===== config.mk =====
export PLATFORM = sky130hd
export DESIGN_NAME = multicycle_controller
export DESIGN_NICKNAME = d
export VERILOG_FILES = /design/src/rtl/multicycle_controller.sv
export SDC_FILE = /design/constraint.sdc
export NUM_CORES = 1
export LEC_CHECK = 0
export ABC_AREA = 1
export CORE_MARGIN = 2
export CORE_UTILIZATION = 35
export CTS_BUF_LIST = sky130_fd_sc_hd__clkbuf_2
export DETAILED_ROUTE_END_ITERATION = 16
export GPL_TIMING_DRIVEN = 0
export HOLD_SLACK_MARGIN = 0.06
export REMOVE_ABC_BUFFERS = 1
export SLEW_MARGIN = 30
export SYNTH_ARGS = -nofsm -noshare
export SYNTH_HDL_FRONTEND = slang
export SYNTH_SLANG_ARGS = --single-unit
export TNS_END_PERCENT = 5

===== constraint.sdc =====
create_clock -name clk -period 1.5 [get_ports clk]
set_input_delay 0.15 -clock clk [delete_from_list [all_inputs] [get_ports clk]]
set_output_delay 0.15 -clock clk [all_outputs]
set_load 0.1 [all_outputs]

===== src/rtl/multicycle_controller.sv =====
// Multicycle control unit: sequences FETCH/DECODE/EXEC/MEM/WB for an RV32/RV64
// integer core, drives memory handshakes and datapath strobes, and counts
// retired instructions (one per PC write).
module multicycle_controller #(
  parameter int XLEN  = 64,
  parameter int CNT_W = 64
) (
  input  logic                         clk,
  input  logic                         rst_n,
  input  logic [6:0]                   opcode,
  input  logic [2:0]                   funct3,
  input  logic [$clog2(XLEN/8)-1:0]    addr_lo,
  input  logic                         branch_taken,
  output logic                         im_req,
  input  logic                         im_ready,
  output logic                         dm_req,
  output logic                         dm_we,
  input  logic                         dm_ready,
  output logic [XLEN/8-1:0]            dm_w_mask,
  output logic                         ir_load,
  output logic                         pc_we,
  output logic                         next_pc_sel,
  output logic                         reg_w_en,
  output logic                         alu_op1_sel,
  output logic                         alu_op2_sel,
  output logic                         is_lui,
  output logic [1:0]                   wb_sel,
  output logic                         halt,
  output logic                         illegal,
  output logic [2:0]                   state,
  output logic [CNT_W-1:0]             instret
);

  localparam int MW = XLEN / 8;

  localparam logic [2:0] FETCH  = 3'd0;
  localparam logic [2:0] DECODE = 3'd1;
  localparam logic [2:0] EXEC   = 3'd2;
  localparam logic [2:0] MEM    = 3'd3;
  localparam logic [2:0] WB     = 3'd4;
  localparam logic [2:0] HALT   = 3'd5;

  localparam logic [6:0] OP_LUI    = 7'b0110111;
  localparam logic [6:0] OP_AUIPC  = 7'b0010111;
  localparam logic [6:0] OP_JAL    = 7'b1101111;
  localparam logic [6:0] OP_JALR   = 7'b1100111;
  localparam logic [6:0] OP_BRANCH = 7'b1100011;
  localparam logic [6:0] OP_LOAD   = 7'b0000011;
  localparam logic [6:0] OP_STORE  = 7'b0100011;
  localparam logic [6:0] OP_IMM    = 7'b0010011;
  localparam logic [6:0] OP_REG    = 7'b0110011;
  localparam logic [6:0] OP_IMM32  = 7'b0011011;
  localparam logic [6:0] OP_REG32  = 7'b0111011;
  localparam logic [6:0] OP_SYSTEM = 7'b1110011;

  logic [2:0]       state_q, state_d;
  logic [6:0]       op_q;
  logic [2:0]       f3_q;
  logic             illegal_q;
  logic             run_q;
  logic [CNT_W-1:0] instret_q;
  logic             legal, is_env;
  logic             is_br, is_ld, is_st, is_jmp;
  logic [MW-1:0]    mask_base;

  // Legality of the instruction currently presented by the IR (used in DECODE)
  always_comb begin
    legal  = 1'b0;
    is_env = (opcode == OP_SYSTEM) && (funct3 == 3'd0);
    case (opcode)
      OP_LUI, OP_AUIPC, OP_JAL, OP_JALR,
      OP_BRANCH, OP_IMM, OP_REG:   legal = 1'b1;
      OP_LOAD:                     legal = (XLEN == 64) || !((funct3 == 3'd3) || (funct3 == 3'd6));
      OP_STORE:                    legal = (XLEN == 64) || (funct3 != 3'd3);
      OP_IMM32, OP_REG32:          legal = (XLEN == 64);
      default:                     legal = 1'b0;
    endcase
  end

  // Instruction class of the latched opcode, plus the unshifted byte mask
  always_comb begin
    is_br     = (op_q == OP_BRANCH);
    is_ld     = (op_q == OP_LOAD);
    is_st     = (op_q == OP_STORE);
    is_jmp    = (op_q == OP_JAL) || (op_q == OP_JALR);
    mask_base = '0;
    case (f3_q)
      3'd0:    mask_base = MW'(1);
      3'd1:    mask_base = MW'(3);
      3'd2:    mask_base = MW'(15);
      default: mask_base = '0;
    endcase
  end

  // Next-state sequencing
  always_comb begin
    state_d = state_q;
    case (state_q)
      FETCH:   if (run_q && im_ready) state_d = DECODE;
      DECODE:  state_d = (is_env || !legal) ? HALT : EXEC;
      EXEC:    state_d = is_br ? FETCH : ((is_ld || is_st) ? MEM : WB);
      MEM:     if (dm_ready) state_d = is_st ? FETCH : WB;
      WB:      state_d = FETCH;
      HALT:    state_d = HALT;
      default: state_d = FETCH;
    endcase
  end

  // State, latched instruction fields, halt cause, run flag and retire counter
  always_ff @(posedge clk or negedge rst_n) begin
    if (!rst_n) begin
      state_q   <= FETCH;
      op_q      <= '0;
      f3_q      <= '0;
      illegal_q <= 1'b0;
      run_q     <= 1'b0;
      instret_q <= '0;
    end else begin
      state_q <= state_d;
      run_q   <= 1'b1;
      if (state_q == DECODE) begin
        op_q      <= opcode;
        f3_q      <= funct3;
        illegal_q <= !is_env && !legal;
      end
      if (pc_we) instret_q <= instret_q + CNT_W'(1);
    end
  end

  // Per-state datapath strobes and handshake requests
  always_comb begin
    im_req      = 1'b0;
    ir_load     = 1'b0;
    dm_req      = 1'b0;
    dm_we       = 1'b0;
    dm_w_mask   = '0;
    pc_we       = 1'b0;
    next_pc_sel = 1'b0;
    reg_w_en    = 1'b0;
    wb_sel      = 2'd0;
    halt        = 1'b0;
    alu_op1_sel = 1'b0;
    alu_op2_sel = 1'b0;
    is_lui      = 1'b0;
    case (state_q)
      // im_req waits for the first clock after reset release
      FETCH: begin
        im_req  = run_q;
        ir_load = run_q && im_ready;
      end
      EXEC: begin
        if (is_br) begin
          pc_we       = 1'b1;
          next_pc_sel = branch_taken;
        end
      end
      // SD writes the whole doubleword regardless of addr_lo
      MEM: begin
        dm_req = 1'b1;
        dm_we  = is_st;
        if (is_st) dm_w_mask = (f3_q == 3'd3) ? '1 : (mask_base << addr_lo);
        if (is_st && dm_ready) pc_we = 1'b1;
      end
      WB: begin
        reg_w_en    = 1'b1;
        pc_we       = 1'b1;
        next_pc_sel = is_jmp;
        wb_sel      = is_ld ? 2'd1 : (is_jmp ? 2'd2 : 2'd0);
      end
      HALT:    halt = 1'b1;
      default: ;
    endcase
    if ((state_q == EXEC) || (state_q == MEM) || (state_q == WB)) begin
      alu_op1_sel = (op_q == OP_AUIPC) || (op_q == OP_JAL) || is_br;
      alu_op2_sel = (op_q != OP_REG) && (op_q != OP_REG32);
      is_lui      = (op_q == OP_LUI);
    end
  end

  // Output assignments
  always_comb begin
    state   = state_q;
    illegal = illegal_q;
    instret = instret_q;
  end

endmodule


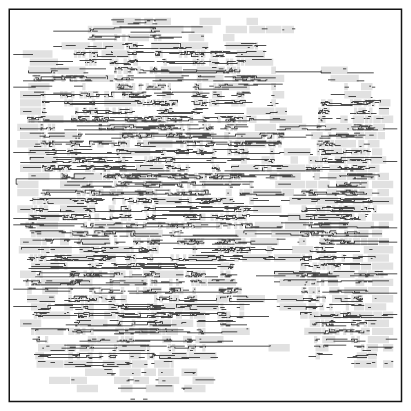
Run 1: met1 routing
(3 px per um)
main direction	horizontal
share of all routed wire	43%
nets with wire on the layer	938
Routed WL: 19.0 mm
total number of vias: 6099
met1 usage: 0.293

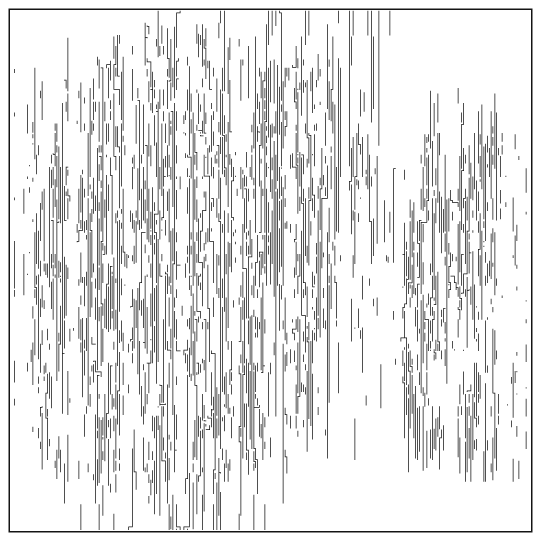
Run 1: signal wires on met2
(4 px per um)
main direction	vertical
share of all routed wire	49%

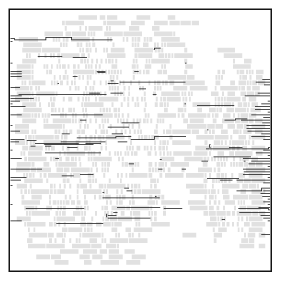
Run 1: metal 3
(2 px per um)
wire length on this layer	1130 um
longest straight run	43.7 um
nets with wire on the layer	120
share of all routed wire	6.0%
grt met3 use: 0.0340

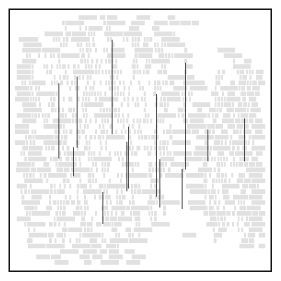
Run 1: signal wires on met4
(2 px per um)
wire length on this layer	389 um
share of all routed wire	2.1%
main direction	vertical
nets with wire on the layer	10
longest straight run	53.0 um

==> results.json, run 1 <==
{
  "status": "complete, but fails checks",
  "violations": "negative setup slack",
  "cts.sinks": 79,
  "finalClockPeriodUsage": 1.45,
  "most_common_cell": "nand2_1",
  "grtUsageMet2": 0.395,
  "finalSetupTns_ns": -27.02,
  "drtIter0Drc": 345,
  "r2r-start": "op_q[1]",
  "clk_pin_slew_ns": 0.22,
  "pg_seq_w": 0.00282,
  "yosys-top-cells-count": "nand2_1, nor2_1, inv_1",
  "power.total_w": 0.00897,
  "switchingPower_w": 0.00439,
  "worst_clock_skew_ns": 0.0459,
  "grt_pass1_wl_mm": 29.6,
  "top_cells_by_area": "dfrtp_1, nand2_1, nor2_1, inv_1, o21ai_0",
  "swShare": 0.489,
  "cts_buffers": 9,
  "largest_reg_flops": 64,
  "cts-root-buf": "clkbuf_2",
  "rows": 46,
  "area_delta_synth_final_pct": 50.0,
  "num_tap_cells": 216,
  "comb_cells": 707,
  "layout.cells.most_common": "nand2_1",
  "hold_end": "op_q[0]",
  "ys_sh_adder": 0.00224,
  "top_usage_layer": "met2",
  "fin_util": 0.532,
  "hold_ws_ns": 0.125,
  "clkLatencyLatePin_ns": 0.60,
  "endpoint": "dm_w_mask[3]",
  "r2r_cells": 11,
  "synth-compound-area-share": 0.0812,
  "yosysTopAreaCell": "dfrtp_1",
  "synth_cell_type_count": 35,
  "r2r_slack_ns": -0.33,
  "grt_max_degree": 56,
  "place_hpwl_mm": 13.2,
  "n_all_buffers": 134,
  "seqPwrFrac": 0.314,
  "fp_util": 0.355,
  "cts_buffer_depth": 2,
  "fin_ws_ns": -0.680,
  "cap_violations": 0,
  "p_leak_nw": 3.27,
  "grt_usage": 0.228,
  "setup_viol": 92,
  "ff_count": 79,
  "htreeDepth": 3,
  "yosysWarnings": 0,
  "numSynthFlops": 79,
  "dieArea_um2": 17000,
  "drt_pass1_iterations": 5,
  "synthMuxAreaShare": 0.00179,
  "pre_cts_slack_ns": -1.44,
  "crit_type": "reg -> out",
  "postSynthSeqShare": 0.354,
  "hold_buffers": 3,
  "ys_area_um2": 5580,
  "antenna_found_initial": 0
}
## run 1: critical path, stage by stage, from the launching register on
cell and delay [ns]:
dfrtp_1 0.47, a21oi_4 0.20, o31ai_2 0.11, mux2i_2 0.20, nand2_1 0.10, a21oi_2 0.19
buf_12 0.20
## run 1: stage by stage
| step | instances | instance area [um^2] |
|---|---|---|
| 3_5_place_dp | 1198 | 6860 |
| 3_3_place_gp | 1196 | 6790 |
| 2_1_floorplan | 874 | 5460 |
| 4_1_cts | 1231 | 7920 |
| 6_report | 1242 | 8370 |
| 5_1_grt | 1242 | 8370 |
## run 1: metal layers
layer / wire length (um) / up-vias
met5: 0 / -
met3: 1130 / 30
met4: 388 / 0
met1: 8080 / 2829
li1: - / 3052
met2: 9390 / 188
==> run 2, diff against run 1 <==
--- a/config.mk
+++ b/config.mk
@@ -6,12 +6,13 @@
 export NUM_CORES = 1
 export LEC_CHECK = 0
 export ABC_AREA = 1
-export CORE_MARGIN = 2
+export CORE_ASPECT_RATIO = 1.5
 export CORE_UTILIZATION = 35
 export CTS_BUF_LIST = sky130_fd_sc_hd__clkbuf_2
 export DETAILED_ROUTE_END_ITERATION = 16
 export GPL_TIMING_DRIVEN = 0
 export HOLD_SLACK_MARGIN = 0.06
+export RECOVER_POWER = 25
 export REMOVE_ABC_BUFFERS = 1
 export SLEW_MARGIN = 30
 export SYNTH_ARGS = -nofsm -noshare
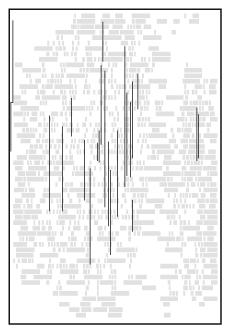
Run 2: signal wires on met4
(2 px per um)
main direction	vertical
share of all routed wire	4.2%
total number of vias: 6152
Routed WL: 19.1 mm

==> results.json, run 2 <==
{
  "layout.cells.most_common": "nand2_1",
  "cts-root-buf": "clkbuf_2",
  "synth-compound-area-share": 0.0812,
  "drtIter0Drc": 399,
  "placed_cells": 1185,
  "place_area_um2": 6830,
  "power.total_w": 0.00831,
  "p_leak_nw": 3.12,
  "pg_seq_w": 0.00279,
  "drt_pass1_iterations": 6,
  "cts_buffers": 9,
  "highest_layer": "met4",
  "status": "complete, but fails checks",
  "ys_sh_adder": 0.00224,
  "clkLatencyLatePin_ns": 0.59,
  "synth_cell_type_count": 35,
  "yosysTopAreaCell": "dfrtp_1",
  "crit_type": "reg -> out",
  "finalSetupTns_ns": -34.89,
  "violations": "negative setup slack",
  "r2r-start": "op_q[4]",
  "finalClockPeriodUsage": 1.47,
  "fp_util": 0.357,
  "fin_ws_ns": -0.705,
  "wl_met3_um": 759,
  "setup_viol": 89,
  "finalInstanceArea_um2": 7900,
  "clk_pin_slew_ns": 0.23,
  "rows": 56,
  "endpoint": "dm_w_mask[4]",
  "numSynthFlops": 79,
  "yosys-top-cells-count": "nand2_1, nor2_1, inv_1",
  "seqPwrFrac": 0.335,
  "top_cells_by_area": "dfrtp_1, nand2_1, nor2_1, inv_1, o21ai_0",
  "hold_end": "op_q[0]",
  "largest_reg_flops": 64,
  "r2r_cells": 10,
  "grt_usage": 0.237,
  "cts_buffer_depth": 2,
  "antenna_found_initial": 1,
  "most_common_cell": "nand2_1",
  "synthMuxAreaShare": 0.00179,
  "hold_ws_ns": 0.135,
  "yosysWarnings": 0,
  "fin_util": 0.505
}
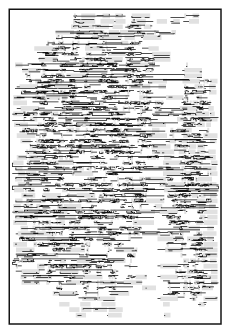
Run 2: met1 routing
(2 px per um)
main direction	horizontal
nets with wire on the layer	896

==> run 2: netlist changes by cell type in the layout (fill, tap and decap cells not counted), sizes merged <==
| cell | change |
|---|---|
| dlygate4sd2 | +1 |
| buf | -15 |
| diode | +1 |
| clkinvlp | +1 |
| clkbuf | +2 |
==> run 2: final cells by class <==
class                           count  area (um^2)  share of cell area
Inverter                           91          354              0.0448
Clock inverter                      6         85.1              0.0108
Clock buffer                       10         50.0             0.00634
Timing Repair Buffer              122         1650               0.208
Sequential cell                    79         2050               0.260
Tap cell                          203          254              0.0322
Multi-Input combinational cell    707         3460               0.438
Antenna cell                        1         2.50            0.000317
==> run 2: critical path, delay by kind of cell (launching register included) <==
kind            cells  cell delay [ns]
compound gates      3             0.48
flops               1             0.46
buf+inv             2             0.35
simple gates        2             0.20
